==> images/clock_nets.png <==
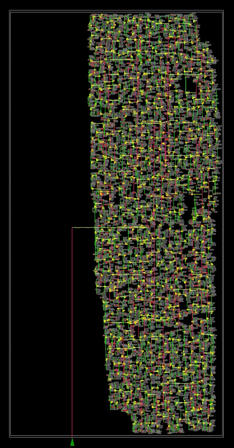
==> images/util_map.png <==
16 x 31 tiles, from dark purple (low) to yellow (high), 0 to 100% covered.
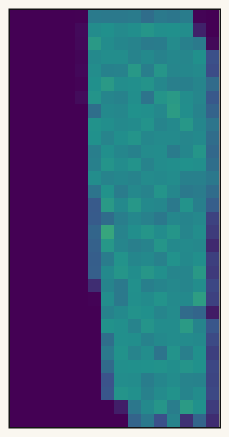
==> images/port_trees.png <==
Drawn at 0.5 px/µm.
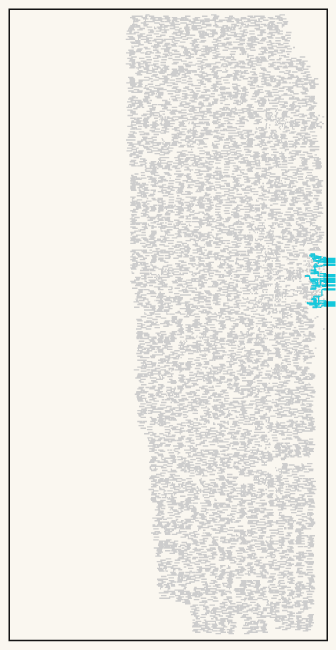
`config.mk`:
```
export PLATFORM = sky130hd
export DESIGN_NAME = call_ret_stack
export DESIGN_NICKNAME = d
export VERILOG_FILES = /design/src/rtl/cf_pkg.sv /design/src/rtl/call_stack_ram.sv /design/src/rtl/call_ret_stack.sv
export SDC_FILE = /design/constraint.sdc
export NUM_CORES = 2
export LEC_CHECK = 0
export ABC_CLOCK_PERIOD_IN_PS = 8700
export CORE_ASPECT_RATIO = 2
export CORE_MARGIN = 3
export CORE_UTILIZATION = 24
export CTS_BUF_LIST = sky130_fd_sc_hd__clkbuf_8
export CTS_CLUSTER_DIAMETER = 80
export DETAILED_ROUTE_END_ITERATION = 8
export PLACE_DENSITY_LB_ADDON = 0.25
export SKIP_CTS_REPAIR_TIMING = 1
export SYNTH_ARGS = -nofsm -noshare
export SYNTH_HDL_FRONTEND = slang
export SYNTH_MEMORY_MAX_BITS = 65536
export SYNTH_SLANG_ARGS = --single-unit
export TNS_END_PERCENT = 10
```
`constraint.sdc`:
```
create_clock -name clk -period 8.7 [get_ports clk]
set_input_delay 2.175 -clock clk [delete_from_list [all_inputs] [get_ports clk]]
set_output_delay 2.175 -clock clk [all_outputs]
set_load 0.1 [all_outputs]
```
`src/rtl/cf_pkg.sv`:
```
// Shared control-flow definitions: opcodes, FSM state encoding and default PC width
// for the CALL/RET unit and future jump/branch blocks.
package cf_pkg;

   localparam int CF_ADDR_W = 19;

   localparam logic CF_OP_CALL = 1'b0;
   localparam logic CF_OP_RET  = 1'b1;

   typedef enum logic [1:0] {
      CF_IDLE = 2'd0,
      CF_RD   = 2'd1,
      CF_RESP = 2'd2
   } cf_state_e;

   // Fall-through address of an instruction; wraps modulo 2^w.
   function automatic logic [31:0] cf_next_pc(input logic [31:0] pc, input int w);
      logic [31:0] mask;
      mask = (w >= 32) ? 32'hFFFF_FFFF : ((32'd1 << w) - 32'd1);
      return (pc + 32'd1) & mask;
   endfunction

endpackage

```
`src/rtl/call_stack_ram.sv`:
```
// Return-address storage: one synchronous write port and one registered read port.
// Contents are not reset.
module call_stack_ram #(
   parameter int ADDR_W = 19,
   parameter int DEPTH  = 256,
   localparam int SP_W  = $clog2(DEPTH)
) (
   input  logic              clk,
   input  logic              we,
   input  logic [SP_W-1:0]   waddr,
   input  logic [ADDR_W-1:0] wdata,
   input  logic              re,
   input  logic [SP_W-1:0]   raddr,
   output logic [ADDR_W-1:0] rdata
);

   logic [ADDR_W-1:0] mem [DEPTH];

   always_ff @(posedge clk) begin
      if (we) begin
         mem[waddr] <= wdata;
      end
      if (re) begin
         rdata <= mem[raddr];
      end
   end

endmodule

```
`src/rtl/call_ret_stack.sv`:
```
// CALL/RET control-flow unit: downward-growing return-address stack with a
// valid/ready command port, one-cycle response pulse and sticky error flags.
//
// state   | meaning
// --------+----------------------------------------------------------
// CF_IDLE | cmd_ready high, waiting for a command
// CF_RD   | RET accepted, RAM read in flight, data lands this cycle
// CF_RESP | resp_valid high for one cycle, then back to CF_IDLE
module call_ret_stack
   import cf_pkg::*;
#(
   parameter int ADDR_W = CF_ADDR_W,
   parameter int DEPTH  = 256,
   localparam int SP_W  = $clog2(DEPTH)
) (
   input  logic              clk,
   input  logic              rst,
   input  logic              cmd_valid,
   output logic              cmd_ready,
   input  logic              cmd_op,
   input  logic [ADDR_W-1:0] cmd_addr,
   input  logic [ADDR_W-1:0] cmd_pc,
   output logic              resp_valid,
   output logic [ADDR_W-1:0] resp_pc,
   output logic              resp_err,
   output logic [SP_W-1:0]   sp,
   output logic              full,
   output logic              empty,
   output logic              err_overflow,
   output logic              err_underflow
);

   localparam logic [SP_W-1:0] SP_EMPTY   = SP_W'(DEPTH - 1);
   localparam logic [SP_W:0]   COUNT_FULL = (SP_W + 1)'(DEPTH);

   cf_state_e         state;
   logic [SP_W:0]     count;
   logic [SP_W-1:0]   sp_inc;
   logic [ADDR_W-1:0] ret_addr;
   logic [ADDR_W-1:0] ram_rdata;
   logic              accept;
   logic              do_call;
   logic              do_ret;

   assign full     = (count == COUNT_FULL);
   assign empty    = (count == '0);
   assign sp_inc   = sp + SP_W'(1);
   assign ret_addr = cmd_pc + ADDR_W'(1);

   // cmd_ready is registered and high exactly in CF_IDLE, so it doubles as the idle qualifier.
   assign accept  = cmd_valid & cmd_ready;
   assign do_call = accept & (cmd_op == CF_OP_CALL) & ~full;
   assign do_ret  = accept & (cmd_op == CF_OP_RET) & ~empty;

   // The read is launched at the accepting edge with the post-increment pointer,
   // so the RAM output is stable during CF_RD and captured into resp_pc.
   call_stack_ram #(
      .ADDR_W (ADDR_W),
      .DEPTH  (DEPTH)
   ) u_ram (
      .clk   (clk),
      .we    (do_call),
      .waddr (sp),
      .wdata (ret_addr),
      .re    (do_ret),
      .raddr (sp_inc),
      .rdata (ram_rdata)
   );

   always_ff @(posedge clk or posedge rst) begin
      if (rst) begin
         state         <= CF_IDLE;
         sp            <= SP_EMPTY;
         count         <= '0;
         cmd_ready     <= 1'b1;
         resp_valid    <= 1'b0;
         resp_pc       <= '0;
         resp_err      <= 1'b0;
         err_overflow  <= 1'b0;
         err_underflow <= 1'b0;
      end else begin
         resp_valid <= 1'b0;
         case (state)
            CF_IDLE: begin
               if (accept) begin
                  cmd_ready <= 1'b0;
                  if (cmd_op == CF_OP_CALL) begin
                     if (full) begin
                        err_overflow <= 1'b1;
                        resp_err     <= 1'b1;
                        resp_pc      <= ret_addr;
                     end else begin
                        sp       <= sp - SP_W'(1);
                        count    <= count + (SP_W + 1)'(1);
                        resp_err <= 1'b0;
                        resp_pc  <= cmd_addr;
                     end
                     resp_valid <= 1'b1;
                     state      <= CF_RESP;
                  end else begin
                     if (empty) begin
                        err_underflow <= 1'b1;
                        resp_err      <= 1'b1;
                        resp_pc       <= ret_addr;
                        resp_valid    <= 1'b1;
                        state         <= CF_RESP;
                     end else begin
                        sp    <= sp_inc;
                        count <= count - (SP_W + 1)'(1);
                        state <= CF_RD;
                     end
                  end
               end
            end
            CF_RD: begin
               resp_pc    <= ram_rdata;
               resp_err   <= 1'b0;
               resp_valid <= 1'b1;
               state      <= CF_RESP;
            end
            CF_RESP: begin
               cmd_ready <= 1'b1;
               state     <= CF_IDLE;
            end
            default: begin
               cmd_ready <= 1'b1;
               state     <= CF_IDLE;
            end
         endcase
      end
   end

endmodule
```
==> impl_metrics.csv <==
group,metric,value,unit
synth,ys_warn_count,0,
global_routing,track_usage,14.26,%
floorplan,chipArea,797000,µm²
power_and_ir_drop,leakage,65.38,nW
setup_path,crit_chain,"inv_1 > ha_4 > buf_12 > buf_4 > mux4_2 > mux4_2 > a22o_1 > a221oi_1 > nor3_1 > or3_1",
synth,ys_seq_share,78.33,%
detailed_routing,drt_iter0_markers,7598,
synth,synth-edff-count,4883,
synth,synthCells,7674,
global_routing,grt_use_met1,14.88,%
setup_path,max_stage_delay,0.96,ns
detailed_routing,wl_per_cell,29.78,µm
setup_path,crit_buf_inv,3,
setup_path,start_kind,"flop",
detailed_routing,vias_per_cell,4.487,
global_routing,grtUsageMet2,27.15,%
timing,fin_tns_setup,0,ns
synth,avgSynthCellArea,24.57,µm²
layout,drive_gt1_share,34.58,%
power_and_ir_drop,p_per_area,331.1,nW/µm²
synth,syn_area,188600,µm²
flow_run,tool_warnings,96,
placed_design,dpl.hpwl,341.0,mm
detailed_routing,drc,0,
clock_tree,clk_pin_slew,0.08,ns
timing,post-route-period-util,74.93,%
hold_path,hp-class,"reg2reg",
setup_path,criticalPathCategory,"reg2reg",
floorplan,die_h,1.260,mm
clock_tree,clk_path_buf_depth,5,
placed_design,placed_cell_area,205600,µm²
timing,grt_setup_unrepaired,"no",
setup_path,crit_fanout,80,
global_routing,grt_max_degree,168,
timing,finalHoldViolCount,0,
setup_path,end_kind,"flop",
clock_tree,h-tree-depth,6,
clock_tree,cts_sinks,4926,
outcome,violations,"max-capacitance violations, max-slew violations",
timing,slew_headroom,-11.15,%
global_routing,antenna_found_initial,22,
synth,ys_ff,4926,
setup_path,cp_common_cell,"mux4_2",
power_and_ir_drop,ir_drop,0.3478,mV
timing,clock.fmax,153.4,MHz
floorplan,row_count,459,
power_and_ir_drop,power,72.12,mW
synth,synthArstFlopShare,0.8729,%
detailed_routing,totalWireLength,575.5,mm
detailed_routing,num_vias,86710,
synth,ys_chip_area,188600,µm²
global_routing,grt-ovfl-total,0,
global_routing,grt_pass1_wl,787.0,mm
timing,setup_viol,0,
setup_path,cp.required,9.62,ns
setup_path,critPathTopFamily,"buffers and inverters",
detailed_routing,final_antenna_net_count,0,
layout,nets,8494,
timing,final.min_clock_period,6.519,ns
global_routing,use_met3,1.700,%
floorplan,die_w,632.8,µm
synth,top_cell_area_share,77.76,%
synth,top_cells_by_area,"edfxtp_1, mux4_2, nor2_1",
outcome,status,"finished, violations left",
timing,tightest_slew,1.667,ns
global_routing,grt-busiest-layer,"met2",
flow_run,drv_cap,1,
clock_tree,tritoncts,"done",
synth,largest_area_cell,"edfxtp_1",
layout,final_area,217800,µm²
detailed_routing,dr.pass1.iters,6,
synth,ys_cells,7674,
synth,syn_nets,7730,
synth,synth.distinct_cells,49,
timing,fin_skew,0.1088,ns
layout,area.growth.synth_to_final,15.52,%
setup_path,slowest_stage,"dfstp_4",
clock_tree,ctsRootBufferMaster,"clkbuf_8",
global_routing,grt_pass1_vias,93890,
placed_design,gp_congestion,0.7907,
timing,slew_viol_final,13,
synth,ff_type,"edfxtp_1",
setup_path,cp.arrival,7.43,ns
Notes on clock_nets.png above:
Clock Latency Late Sink: 1.22 ns
clock buf count: 685
registers: 4926
CTS buffer count: 672

Notes on util_map.png above:
mean over tiles: 26%
fullest tile: 59%
nearly empty tiles: 40%
Initial Utilization: 24.11%
post-layout util: 27.85%
core area: 782200 µm²

Notes on port_trees.png above:
legend:
  cyan:
    port: resp_pc
    bits: 19
    direction: output
    end_cells: 19
    buffers: 19
    wire: 693 µm
PortBufs: 75
Top Ports: 76

-- kinds of logic (layout without fill, tap and decap cells) --
group | after synthesis | count (layout) | synth area share (%)
and+or+nand+nor | 465 | 465 | 1.040
muxes | 1530 | 1530 | 18.21
AOI/OAI and AO/OA | 257 | 257 | 1.039
xor gates and xnor gates | 41 | 41 | 0.1904
buffers and inverters | 441 | 1670 | 1.091
DFF | 4926 | 4926 | 78.33
adders and majority gates | 14 | 14 | 0.09687
other | 0 | 50 | 0
-- synthesized netlist by cell type (all sizes together) (2+ instances only) --
cell type     n
nor3         45
o21a          4
nand4         5
o21ai        44
mux4       1520
ha           13
a221oi       76
inv          13
a21oi        14
and3          3
edfxtp     4883
xor2          9
dfrtp        34
xnor2        32
nand3        21
and4          2
or2           3
buf         186
a22o         76
mux2i         9
o22ai        18
or4           2
a22oi        10
clkbuf      242
dfstp         9
nor2        291
o211ai        2
nand2        58
nand2b        5
a31o          2
nor4          4
a31oi         2
o21bai        3
nor2b         5
or3          19
a21o          2
-- placed cells by master, fill, tap and decap left out, types with 56 or more instances in the layout --
cell type / count
nor2_2: 188
clkdlybuf4s50_1: 75
clkinv_2: 79
mux4_2: 1520
clkbuf_8: 686
a221oi_1: 70
inv_1: 183
a22o_1: 76
buf_4: 386
edfxtp_1: 4883
nor2_1: 56
clkinv_1: 157
-- final cells by class --
type | count | area (µm²)
well taps | 10370 | 12980
repair buffers | 518 | 4748
clock buffers | 685 | 9428
diodes | 50 | 125.1
clock inverters | 454 | 2719
flip-flops and latches | 4926 | 147700
inverters | 13 | 56.30
multi-input cells | 2307 | 40070
fillers | 76600 | 564300
-- report_power, final --
group	internal (mW)	switching (mW)	leakage, nW
sequential	26.4	0.257	44.4
clock	8.28	8.80	6.86
combinational	11.6	16.7	14.1
total	46.3	25.8	65.4
-- final timing paths --
check | startpoint | end | slack [ns] | depth (start not counted)
worst max-delay path | sp[0]$_DFFE_PP1P_ | u_ram.rdata[4]$_DFFE_PP_ | 2.18 | 10
worst min-delay path | err_overflow$_DFFE_PP0P_ | err_overflow$_DFFE_PP0P_ | 0.48 | 1
worst max register to register | sp[0]$_DFFE_PP1P_ | u_ram.rdata[4]$_DFFE_PP_ | 2.18 | 10
worst min register to register | err_overflow$_DFFE_PP0P_ | err_overflow$_DFFE_PP0P_ | 0.48 | 1
max in group asynchronous | rst | count[7]$_DFFE_PP0P_ | 6.57 | 2
min in group asynchronous | rst | resp_pc[1]$_DFFE_PP0P_ | 1.54 | 2
-- flip-flops by register name (all words and copies together) (netlist names) --
register / flops
cmd_ready: 1
count: 9
err_overflow: 1
err_underflow: 1
resp_err: 1
resp_pc: 19
resp_valid: 1
sp: 8
state: 2
u_ram.mem: 4864
u_ram.rdata: 19
-- through the flow --
stage	worst slack [ns]	hold slack [ns]	std cells
finish	2.181	0.4771	19330
global route	1.879	0.5164	19310
CTS	1.959	0.4806	19270
detailed placement	1.743	0.4648	18140
global placement	1.331	0.4619	18130
floorplan	-3.111	0.4494	7674
-- layer usage --
layer | wire length [µm] | vias to the layer above
li1 | - | 34870
met1 | 198300 | 48290
met2 | 320600 | 2557
met3 | 21300 | 994
met4 | 35250 | 2
met5 | 13 | -
Power is estimated from default activity; no workload was simulated.
